--- src/rtl/keypad_pkg.sv ---
// keypad_pkg: FSM state type, key code constants and the row/column decode
// shared by the 4x4 keypad scanner.
package keypad_pkg;

   typedef enum logic [2:0] {
      IDLE,
      SCAN,
      CONFIRM,
      PRESSED,
      RELEASE
   } scan_state_t;

   localparam logic [3:0] KEY_0 = 4'h0;
   localparam logic [3:0] KEY_1 = 4'h1;
   localparam logic [3:0] KEY_2 = 4'h2;
   localparam logic [3:0] KEY_3 = 4'h3;
   localparam logic [3:0] KEY_4 = 4'h4;
   localparam logic [3:0] KEY_5 = 4'h5;
   localparam logic [3:0] KEY_6 = 4'h6;
   localparam logic [3:0] KEY_7 = 4'h7;
   localparam logic [3:0] KEY_8 = 4'h8;
   localparam logic [3:0] KEY_9 = 4'h9;
   localparam logic [3:0] KEY_A = 4'hA;
   localparam logic [3:0] KEY_B = 4'hB;
   localparam logic [3:0] KEY_C = 4'hC;
   localparam logic [3:0] KEY_D = 4'hD;
   localparam logic [3:0] KEY_E = 4'hE;
   localparam logic [3:0] KEY_F = 4'hF;

   // Returns {hit, code}. The highest active column wins; hit=0 when no
   // column is active, in which case the code is forced to 0.
   function automatic logic [4:0] key_decode(input logic [1:0] row,
                                             input logic [3:0] cols);
      logic [1:0] col;
      logic [3:0] code;
      col  = 2'd0;
      code = KEY_0;
      if (cols[3])      col = 2'd3;
      else if (cols[2]) col = 2'd2;
      else if (cols[1]) col = 2'd1;
      else              col = 2'd0;
      case ({row, col})
         4'b00_11: code = KEY_A;
         4'b00_10: code = KEY_3;
         4'b00_01: code = KEY_2;
         4'b00_00: code = KEY_1;
         4'b01_11: code = KEY_B;
         4'b01_10: code = KEY_6;
         4'b01_01: code = KEY_5;
         4'b01_00: code = KEY_4;
         4'b10_11: code = KEY_C;
         4'b10_10: code = KEY_9;
         4'b10_01: code = KEY_8;
         4'b10_00: code = KEY_7;
         4'b11_11: code = KEY_D;
         4'b11_10: code = KEY_F;
         4'b11_01: code = KEY_0;
         default:  code = KEY_E;
      endcase
      if (cols == 4'b0000) code = KEY_0;
      return {|cols, code};
   endfunction

endpackage

--- src/rtl/key_event_fifo.sv ---
// key_event_fifo: small synchronous FIFO for key events. The head is read
// straight from storage registers and reads as 0 while the FIFO is empty.
// DEPTH must be a power of two (>= 2) so the pointers wrap naturally.
module key_event_fifo
   import keypad_pkg::*;
#(
   parameter int unsigned WIDTH = 4,
   parameter int unsigned DEPTH = 4
) (
   input  logic             clk,
   input  logic             reset,
   input  logic             push,
   input  logic [WIDTH-1:0] push_data,
   input  logic             pop,
   output logic [WIDTH-1:0] head,
   output logic             full,
   output logic             empty
);

   localparam int unsigned AW       = $clog2(DEPTH);
   localparam logic [AW:0] FULL_CNT = (AW+1)'(DEPTH);

   logic [WIDTH-1:0] mem [DEPTH];
   logic [AW-1:0]    wr_ptr;
   logic [AW-1:0]    rd_ptr;
   logic [AW:0]      count;
   logic             do_push;
   logic             do_pop;

   // Qualify requests: a push into a full FIFO is accepted only alongside a pop.
   always_comb begin
      full    = (count == FULL_CNT);
      empty   = (count == '0);
      do_pop  = pop & ~empty;
      do_push = push & (~full | do_pop);
      head    = empty ? '0 : mem[rd_ptr];
   end

   // Storage, pointers and occupancy.
   always_ff @(posedge clk or negedge reset) begin
      if (!reset) begin
         for (int unsigned i = 0; i < DEPTH; i++) mem[i] <= '0;
         wr_ptr <= '0;
         rd_ptr <= '0;
         count  <= '0;
      end else begin
         if (do_push) begin
            mem[wr_ptr] <= push_data;
            wr_ptr      <= wr_ptr + 1'b1;
         end
         if (do_pop) rd_ptr <= rd_ptr + 1'b1;
         case ({do_push, do_pop})
            2'b10:   count <= count + 1'b1;
            2'b01:   count <= count - 1'b1;
            default: count <= count;
         endcase
      end
   end

endmodule

--- src/rtl/keypad_scan_ctrl.sv ---
// keypad_scan_ctrl: 4x4 keypad row scanner with column synchronizer,
// press/release debounce and a key-event FIFO with valid/ready output.
// Optional macro KEY_RELEASE_EVT_EN: adds a release flag to each event
// (key_release port) and queues an event when a release is accepted.
module keypad_scan_ctrl
   import keypad_pkg::*;
#(
   parameter int unsigned SETTLE_CYCLES   = 8191,
   parameter int unsigned DEBOUNCE_CYCLES = 1048576,
   parameter int unsigned FIFO_DEPTH      = 4
) (
   input  logic       clk,
   input  logic       reset,
   input  logic       scan_en,
   input  logic [3:0] cols,
   output logic [3:0] rows,
   output logic       key_valid,
   output logic [3:0] key_code,
   input  logic       key_ready,
   output logic       key_held,
   output logic       overflow,
`ifdef KEY_RELEASE_EVT_EN
   output logic       key_release,
`endif
   input  logic       overflow_clr
);

   localparam int unsigned SW = $clog2(SETTLE_CYCLES);
   localparam int unsigned DW = $clog2(DEBOUNCE_CYCLES);
   localparam logic [SW-1:0] S_TERM = SW'(SETTLE_CYCLES - 1);
   localparam logic [DW-1:0] D_TERM = DW'(DEBOUNCE_CYCLES - 1);
`ifdef KEY_RELEASE_EVT_EN
   localparam int unsigned EVT_W = 5;
`else
   localparam int unsigned EVT_W = 4;
`endif

   logic [3:0]       cols_m;
   logic [3:0]       cols_s;
   scan_state_t      state_q, state_d;
   logic [1:0]       row_q, row_d;
   logic [SW-1:0]    scnt_q, scnt_d;
   logic [DW-1:0]    dcnt_q, dcnt_d;
   logic [3:0]       code_q, code_d;
   logic [4:0]       dec;
   logic             hit;
   logic [3:0]       dec_code;
   logic             push_press;
`ifdef KEY_RELEASE_EVT_EN
   logic             push_rel;
`endif
   logic             push_any;
   logic [EVT_W-1:0] evt_data;
   logic [EVT_W-1:0] fifo_head;
   logic             fifo_full;
   logic             fifo_empty;
   logic             pop;
   logic             drop;

   // Two-flop synchronizer for the asynchronous column inputs.
   always_ff @(posedge clk or negedge reset) begin
      if (!reset) begin
         cols_m <= '0;
         cols_s <= '0;
      end else begin
         cols_m <= cols;
         cols_s <= cols_m;
      end
   end

   // FSM state, row index, counters and latched key code.
   always_ff @(posedge clk or negedge reset) begin
      if (!reset) begin
         state_q <= IDLE;
         row_q   <= '0;
         scnt_q  <= '0;
         dcnt_q  <= '0;
         code_q  <= '0;
      end else begin
         state_q <= state_d;
         row_q   <= row_d;
         scnt_q  <= scnt_d;
         dcnt_q  <= dcnt_d;
         code_q  <= code_d;
      end
   end

   // Next-state logic: scan rows, confirm and debounce press and release.
   // Counters only advance below their terminal value, so they saturate.
   always_comb begin
      state_d    = state_q;
      row_d      = row_q;
      scnt_d     = scnt_q;
      dcnt_d     = dcnt_q;
      code_d     = code_q;
      push_press = 1'b0;
`ifdef KEY_RELEASE_EVT_EN
      push_rel   = 1'b0;
`endif
      dec      = key_decode(row_q, cols_s);
      hit      = dec[4];
      dec_code = dec[3:0];

      if (!scan_en) begin
         state_d = IDLE;
         row_d   = '0;
         scnt_d  = '0;
         dcnt_d  = '0;
      end else begin
         case (state_q)
            IDLE: begin
               state_d = SCAN;
               row_d   = '0;
               scnt_d  = '0;
               dcnt_d  = '0;
            end
            SCAN: begin
               if (scnt_q == S_TERM) begin
                  scnt_d = '0;
                  if (hit) begin
                     code_d  = dec_code;
                     dcnt_d  = '0;
                     state_d = CONFIRM;
                  end else begin
                     row_d = row_q + 2'd1;
                  end
               end else begin
                  scnt_d = scnt_q + 1'b1;
               end
            end
            CONFIRM: begin
               if (!hit || (dec_code != code_q)) begin
                  state_d = SCAN;
                  scnt_d  = '0;
                  dcnt_d  = '0;
               end else if (dcnt_q == D_TERM) begin
                  state_d    = PRESSED;
                  dcnt_d     = '0;
                  push_press = 1'b1;
               end else begin
                  dcnt_d = dcnt_q + 1'b1;
               end
            end
            PRESSED: begin
               if (!hit) begin
                  state_d = RELEASE;
                  dcnt_d  = '0;
               end
            end
            RELEASE: begin
               if (hit) begin
                  state_d = PRESSED;
                  dcnt_d  = '0;
               end else if (dcnt_q == D_TERM) begin
                  state_d = SCAN;
                  row_d   = row_q + 2'd1;
                  scnt_d  = '0;
                  dcnt_d  = '0;
`ifdef KEY_RELEASE_EVT_EN
                  push_rel = 1'b1;
`endif
               end else begin
                  dcnt_d = dcnt_q + 1'b1;
               end
            end
            default: begin
               state_d = IDLE;
               row_d   = '0;
               scnt_d  = '0;
               dcnt_d  = '0;
            end
         endcase
      end
   end

   // Row drive and held status decoded from the registered state.
   always_comb begin
      rows = 4'b0000;
      if (state_q != IDLE) rows = 4'b0001 << row_q;
      key_held = (state_q == PRESSED) || (state_q == RELEASE);
   end

   // Event formation and FIFO handshake; a drop only happens on a full FIFO
   // that is not being popped in the same cycle.
   always_comb begin
`ifdef KEY_RELEASE_EVT_EN
      push_any    = push_press | push_rel;
      evt_data    = {push_rel, code_q};
      key_release = fifo_head[4];
`else
      push_any    = push_press;
      evt_data    = code_q;
`endif
      key_valid = ~fifo_empty;
      key_code  = fifo_head[3:0];
      pop       = key_valid & key_ready;
      drop      = push_any & fifo_full & ~pop;
   end

   // Sticky overflow flag; a drop in the same cycle as a clear keeps it set.
   always_ff @(posedge clk or negedge reset) begin
      if (!reset)            overflow <= 1'b0;
      else if (drop)         overflow <= 1'b1;
      else if (overflow_clr) overflow <= 1'b0;
   end

   key_event_fifo #(
      .WIDTH (EVT_W),
      .DEPTH (FIFO_DEPTH)
   ) u_fifo (
      .clk       (clk),
      .reset     (reset),
      .push      (push_any),
      .push_data (evt_data),
      .pop       (pop),
      .head      (fifo_head),
      .full      (fifo_full),
      .empty     (fifo_empty)
   );

endmodule

--- config.mk ---
export PLATFORM = sky130hd
export DESIGN_NAME = keypad_scan_ctrl
export DESIGN_NICKNAME = d
export VERILOG_FILES = /design/src/rtl/keypad_pkg.sv /design/src/rtl/key_event_fifo.sv /design/src/rtl/keypad_scan_ctrl.sv
export SDC_FILE = /design/constraint.sdc
export NUM_CORES = 1
export LEC_CHECK = 0
export CAP_MARGIN = 30
export CORE_MARGIN = 5
export CORE_UTILIZATION = 61
export DETAILED_ROUTE_END_ITERATION = 7
export PLACE_DENSITY = 0.81
export SLEW_MARGIN = 5
export SYNTH_ARGS = -nofsm -noshare
export SYNTH_HDL_FRONTEND = slang
export SYNTH_SLANG_ARGS = --single-unit
--- constraint.sdc ---
create_clock -name clk -period 11.1 [get_ports clk]
set_input_delay 2.775 -clock clk [delete_from_list [all_inputs] [get_ports clk]]
set_output_delay 2.775 -clock clk [all_outputs]
set_load 0.02 [all_outputs]
Fig. 1: run 1, clock wiring as the flow saved it
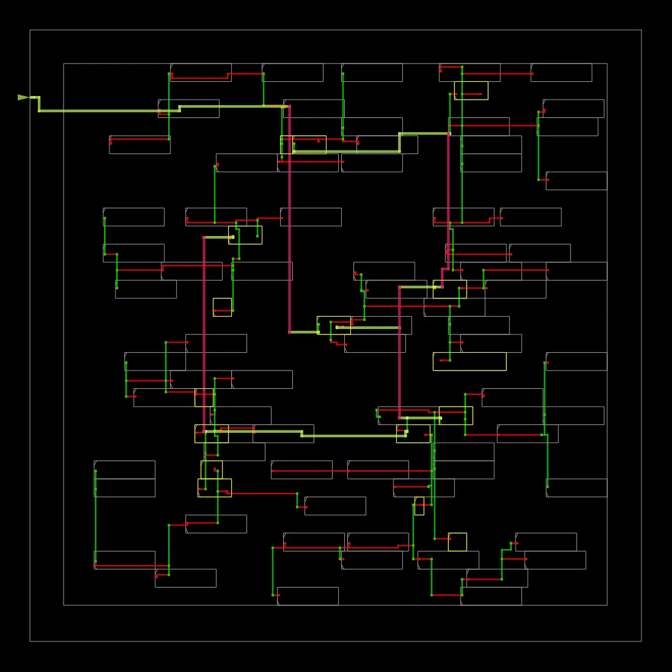
Setup Skew: 11.9 ps
CLK BUF: 10
CTS Buf Count: 9

Fig. 2: run 1, metal 2
Scale: 4 px per µm. Cells faint in the background.
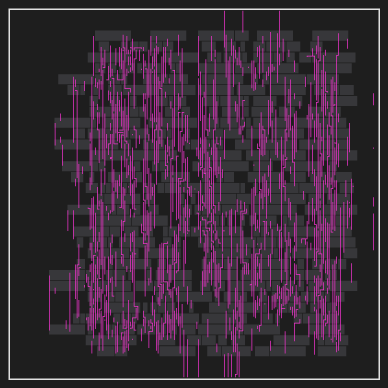
wire length on this layer: 4,210 µm
share of all routed wire: 51%
longest straight run: 30.6 µm

Fig. 3: run 1, routed clock nets over the placement
Scale: 6 px per µm.
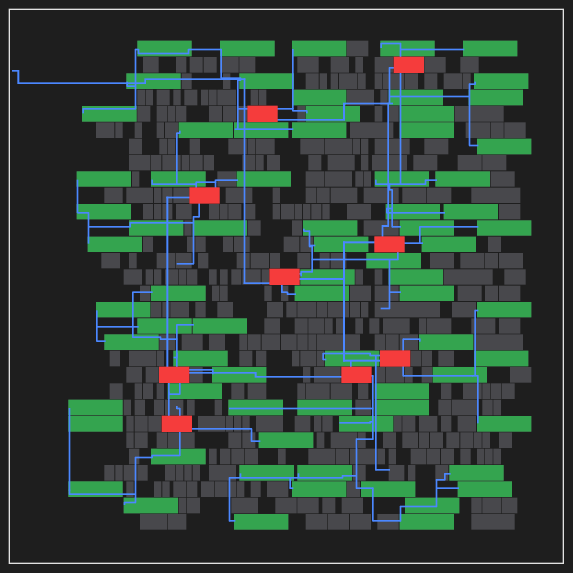
[cells driving clock nets] red | count: 9
[flip-flops] green | count: 74
[clock wires] blue | length: 908 µm
routed clock nets: 10

==> GITHUB_STEP_SUMMARY, run 1 <==
### Metrics collected by this job

| Metric | Value |
|---|---|
| Most frequent logic cell in the layout | dfrtp_1 |
| FP Core Util | 61.5% |
| Mux area share | 8.37% |
| Avg Synthesized Cell Area | 9.84 µm² |
| Post-synth EDFFs | 0 |
| Flops | 74 |
| Total chip power | 0.710 mW |
| Setup TNS | 0 ps |
| # rows | 30 |
| Most frequent cell after synthesis | dfrtp_1 |
| Inverters excl. clock | 26 |
| HPWL after DPL | 5.69 mm |
| DP Worst Slack | 5710 ps |
| Critical-path cell list | clkdlybuf4s50_1 > inv_1 > nor4b_1 > a21o_1 > inv_1 > a31o_2 |
| # IOs | 20 |
| Post-CTS Setup Bufs | 0 |
| Post-layout period usage | 45.8% |
| Clock transition at path regs | 80 ps |
| Smallest hold slack | 356 ps |
| Mapped cell area | 4110 µm² |
| # H-tree levels | 3 |
| IO Port Bufs | 19 |
| Internal power | 0.471 mW |
| WHS Path Cells | 0 |
| Max FFs per register | 20 |
| Cell count after synthesis | 418 |
| Multi-input combinational cell count | 303 |
| Biggest register | dcnt_q |
| CP Class | in -> reg |
| YS chip area | 4110 µm² |
| Data buffer area share | 4.89% |
| Max-Cap Viols | 0 |
| M1 GR Usage | 26.5% |
| ANT nets after route | 0 |
| Fin area | 4560 µm² |
| Total grt overflow | 0 |
| Combinational share of cell area | 45.9% |
| Pwr top | sequential cells |
| Layout cells sized above 1 | 13.4% |
| Comb pwr share | 24.6% |
| Area Growth Syn to Fin | 10.8% |
| Leading area contributor after synthesis | dfrtp_1 |
| Dpl cell area | 4330 µm² |
| Arrival @ worst endpoint | 5330 ps |
| Non-clock buffer count | 22 |
| GR Util met2 | 34.7% |
| Final clock-cell share | 4.26% |
| Synth cell count leaders | dfrtp_1, nand2_1, nor2_1 |
| Critical-path top delay cell | clkdlybuf4s50_1 |
| Seq. pwr | 0.328 mW |
| Max Clk Rate | 0.197 GHz |
| Critical R2R Launch | cols_s[1] |
| Clock Root Buffer | clkbuf_8 |
| Cell Type Count | 60 |
| Status | completed |
| Async SR Flop Fraction | 100% |
| Crit path required time | 11,340 ps |
| Highest Signal Layer | met4 |
| Syn nets | 441 |
| Vias | 3,163 |
| Setup crit end kind | register |
| Worst Tran Pin Value | 833 ps |
| Post-cts sizing count | 0 |
| Setup slack, reg-to-reg | 7050 ps |
| Pins Over Slew Limit | 0 |
| WL/cell | 15.8 µm |
| Grt met3 use | 4.27% |
| Minimum clock period | 5090 ps |
| Power Clock | 0.207 mW |
| Global-route usage over all layers | 20.6% |
| First-pass GRT wire length | 14.2 mm |
| Die X | 92.1 µm |
| Worst Setup SP | scan_en |
| Metal2 WL | 4.21 mm |
| Cell area power density | 156 nW/µm² |
| Fill count | 524 |
| Worst Hold Class | reg -> reg |
| Total length of routed wires | 8.22 mm |
| Fin cells | 521 |
| Setup Viol. Count Final | 0 |
| Seq share, synth | 45.0% |
| Slew margin rel. | 44.0% |
| FF/Latch Area | 1850 µm² |
| Layout Nets | 459 |
| Yosys adder share | 4.44% |
| Leakage power | 1.98 nW |
| Final core occ | 68.2% |
| Initial antenna violation count | 0 |
| Most frequent cells in the layout | dfrtp_1, nand2_1, nor2_1 |
| Final Hold Viols | 0 |
| Top Registers | dcnt_q (20), u_fifo.mem (16), scnt_q (13) |
| Critical-path maximum fanout | 20 |
| Main area contributors | dfrtp_1, nand2_1, ha_1 |
| Final WS setup | 6010 ps |
| Max Buffers Root-to-Sink | 2 |
| Critical Path Max Stage Delay | 720 ps |
| # Cells Yosys | 418 |
| Clk pwr share | 29.2% |
| Cell class with the largest area share | combinational gates |
| Vias in the first global route | 3,109 |
| Seq/total area | 40.6% |
| CTS tree | yes |
| Antenna diode count | 0 |
| Met3 WL | 288 µm |
| Startpoint types | input port |
| Largest net degree at the start of global routing | 75 |
| Via-per-instance ratio | 6.07 |
| Residual DRC count | 0 |
| Placed Cells | 503 |
| Well-Tap Cells | 80 |
| Combinational power | 0.175 mW |
| And+or+nand+nor area frac | 22.2% |
| Reg2reg end | u_fifo.count[1] |
| Number of cells on the critical path | 6 |
| Logic area | 2090 µm² |
| Core ar. | 6680 µm² |
| XOR Share, Synth | 2.34% |
| Worst hold endpoint | cols_s[1] |
| Area leader share | 45.0% |
| Tool warnings | 33 |
| Post-Route M1 WL | 3.62 mm |
| Starting DRT DRC Count | 224 |
| Net Sw Frac | 33.6% |
| Main logic family after synthesis | simple AND/OR/NAND/NOR gates |
| Number of hold buffers added after CTS | 0 |
| Max IR drop VDD | 73.1 µV |
| Post-synth regs | 74 |
| Ys Warns | 0 |
| Clock Latency Late Sink | 350 ps |
| Psw | 0.238 mW |
| CP bufs+invs | 3 |
| Post-synthesis compound-gate area fraction | 13.5% |
| Unrepaired setup endpoints after global routing | false |
| CP top delay family | buffers and inverters |
| GR peak layer | met2 |
--- run 2 (diff from run 1) ---
- CORE_UTILIZATION: 61 -> 55
- PLACE_DENSITY: 0.81 -> 0.77
- clock period: 11.1 -> 4.1 ns (I/O delays scaled with it)
Fig. 4: run 2, routed clock nets over the placement
Scale: 6 px per µm.
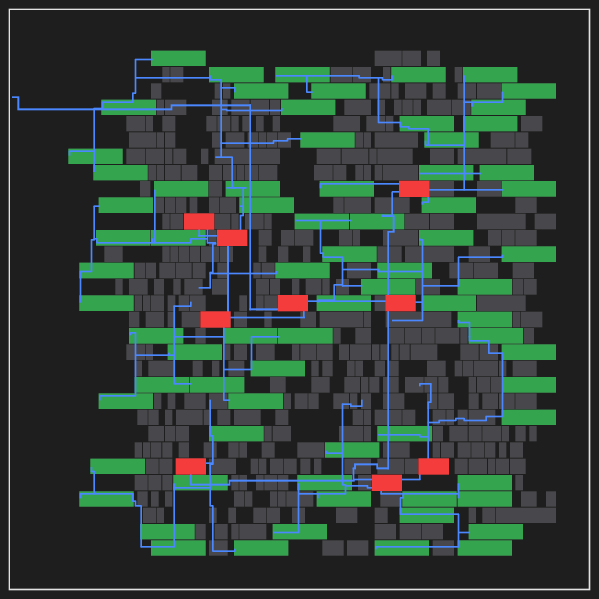
[clock wires] blue | length: 977 µm
[flip-flops] green | count: 74
[cells driving clock nets] red | count: 9
routed clock nets: 10
flops lie: widely spread

==> run 2 against run 1 <==
Die area up 9.7%. Setup slack worse by 5700 ps. Worst hold slack better by 8.7 ps. Clock skew up 1.8 ps. Critical path type is now reg -> reg. Critical endpoint is now u_fifo.count[2]. Highest routed layer unchanged.
==> GITHUB_STEP_SUMMARY, run 2 <==
### Metrics collected by this job

| Metric | Value |
|---|---|
| Final WS setup | 324 ps |
| And+or+nand+nor area frac | 22.2% |
| Critical Path Max Stage Delay | 450 ps |
| Mux area share | 8.37% |
| Post-synthesis compound-gate area fraction | 13.5% |
| Number of hold buffers added after CTS | 0 |
| CLK BUF | 9 |
| Startpoint types | register |
| Mapped cell area | 4110 µm² |
| Max-Cap Viols | 0 |
| Max Clk Rate | 0.265 GHz |
| # IOs | 20 |
| Fill count | 582 |
| Clk pwr share | 32.1% |
| Setup Skew | 13.7 ps |
| Post-layout period usage | 92.1% |
| Non-clock buffer count | 28 |
| Unrepaired setup endpoints after global routing | false |
| Well-Tap Cells | 99 |
| Critical-path top delay cell | dfrtp_1 |
| Critical R2R Launch | cols_s[1] |
| Total grt overflow | 0 |
| CTS Buf Count | 9 |
| Setup slack, reg-to-reg | 320 ps |
| Die X | 96.5 µm |
| Critical-path maximum fanout | 7 |
| Fin cells | 546 |
| WHS Path Cells | 0 |
| Worst Tran Pin Value | 540 ps |
| IO Port Bufs | 19 |
| Most frequent logic cell in the layout | dfrtp_1 |
| Flops | 74 |
| Multi-input combinational cell count | 303 |
| Pwr top | sequential cells |
| Data buffer area share | 5.86% |
| Global-route usage over all layers | 19.7% |
| Initial antenna violation count | 0 |
| Metal2 WL | 4.13 mm |
| Layout cells sized above 1 | 14.8% |
| Post-Route M1 WL | 3.85 mm |
| Clock transition at path regs | 90 ps |
| Total chip power | 2.02 mW |
| Grt met3 use | 4.11% |
| Post-CTS Setup Bufs | 0 |
| Max Buffers Root-to-Sink | 2 |
| DP Worst Slack | 330 ps |
| Cell Type Count | 60 |
| Via-per-instance ratio | 5.78 |
| Core ar. | 7250 µm² |
| Highest Signal Layer | met4 |
| Pins Over Slew Limit | 0 |
| Area leader share | 45.0% |
| Vias in the first global route | 3,076 |
| Psw | 0.666 mW |
| WL/cell | 15.2 µm |
| Main area contributors | dfrtp_1, nand2_1, ha_1 |
| Final core occ | 64.2% |
| Async SR Flop Fraction | 100% |
| Main logic family after synthesis | simple AND/OR/NAND/NOR gates |
| Smallest hold slack | 365 ps |
| Status | completed |
| Ys Warns | 0 |
| Biggest register | dcnt_q |
| HPWL after DPL | 5.72 mm |
| Routability cong. | 0.813 |
| Starting DRT DRC Count | 123 |
| Dpl cell area | 4410 µm² |
| GR peak layer | met2 |
| Syn nets | 441 |
| GR Util met2 | 32.3% |
| Seq pwr share | 43.9% |
| Leakage power | 2.03 nW |
| Max IR drop VDD | 244 µV |
| Comb pwr share | 24.1% |
| YS chip area | 4110 µm² |
| ANT nets after route | 0 |
| Max FFs per register | 20 |
| Most frequent cell after synthesis | dfrtp_1 |
| Largest net degree at the start of global routing | 75 |
| Setup crit end kind | register |
| FF/Latch Area | 1850 µm² |
| Antenna diode count | 0 |
| Seq/total area | 39.8% |
| Seq share, synth | 45.0% |
| Most frequent cells in the layout | dfrtp_1, nand2_1, nor2_1 |
| Internal power | 1.35 mW |
| Combinational share of cell area | 44.9% |
| Met3 WL | 233 µm |
| Clock Latency Late Sink | 350 ps |
| Worst Setup SP | cols_s[1] |
| First-pass GRT wire length | 14.4 mm |
| Avg Synthesized Cell Area | 9.84 µm² |
| CP top delay family | simple AND/OR/NAND/NOR gates |
| Inverters excl. clock | 26 |
| # rows | 31 |
| Reg2reg end | u_fifo.count[2] |
| CP Class | reg -> reg |
| Power Clock | 0.646 mW |
| Net Sw Frac | 33.1% |
| Cell count after synthesis | 418 |
| Cell class with the largest area share | combinational gates |
| # Cells Yosys | 418 |
| Worst Hold Class | reg -> reg |
| Worst hold endpoint | cols_s[1] |
| Final clock-cell share | 4.78% |
| # H-tree levels | 3 |
| Yosys adder share | 4.44% |
| Vias | 3,156 |
| Residual DRC count | 0 |
| Final Hold Viols | 0 |
| Minimum clock period | 3780 ps |
| Slew margin rel. | 63.5% |
| Number of cells on the critical path | 16 |
| Cell area power density | 433 nW/µm² |
| Seq. pwr | 0.884 mW |
| Post-cts sizing count | 0 |
| Crit path required time | 4350 ps |
| Tool warnings | 33 |
| Critical-path cell list | nor2b_1 > or2_2 > ha_1 > nand2b_1 > a22o_1 > or3_1 > a22o_1 > or3_1 > nor3_1 > nand2_1 > ha_1 > inv_1 > fa_1 > xor2_1 > nor2_1 > xor2_1 |
| CP bufs+invs | 1 |
| CTS tree | yes |
| Area Growth Syn to Fin | 13.3% |
| Layout Nets | 465 |
| Post-synth EDFFs | 0 |
| Arrival @ worst endpoint | 4020 ps |
| Logic area | 2090 µm² |
| Placed Cells | 529 |
Power is estimated from default activity; no workload was simulated.
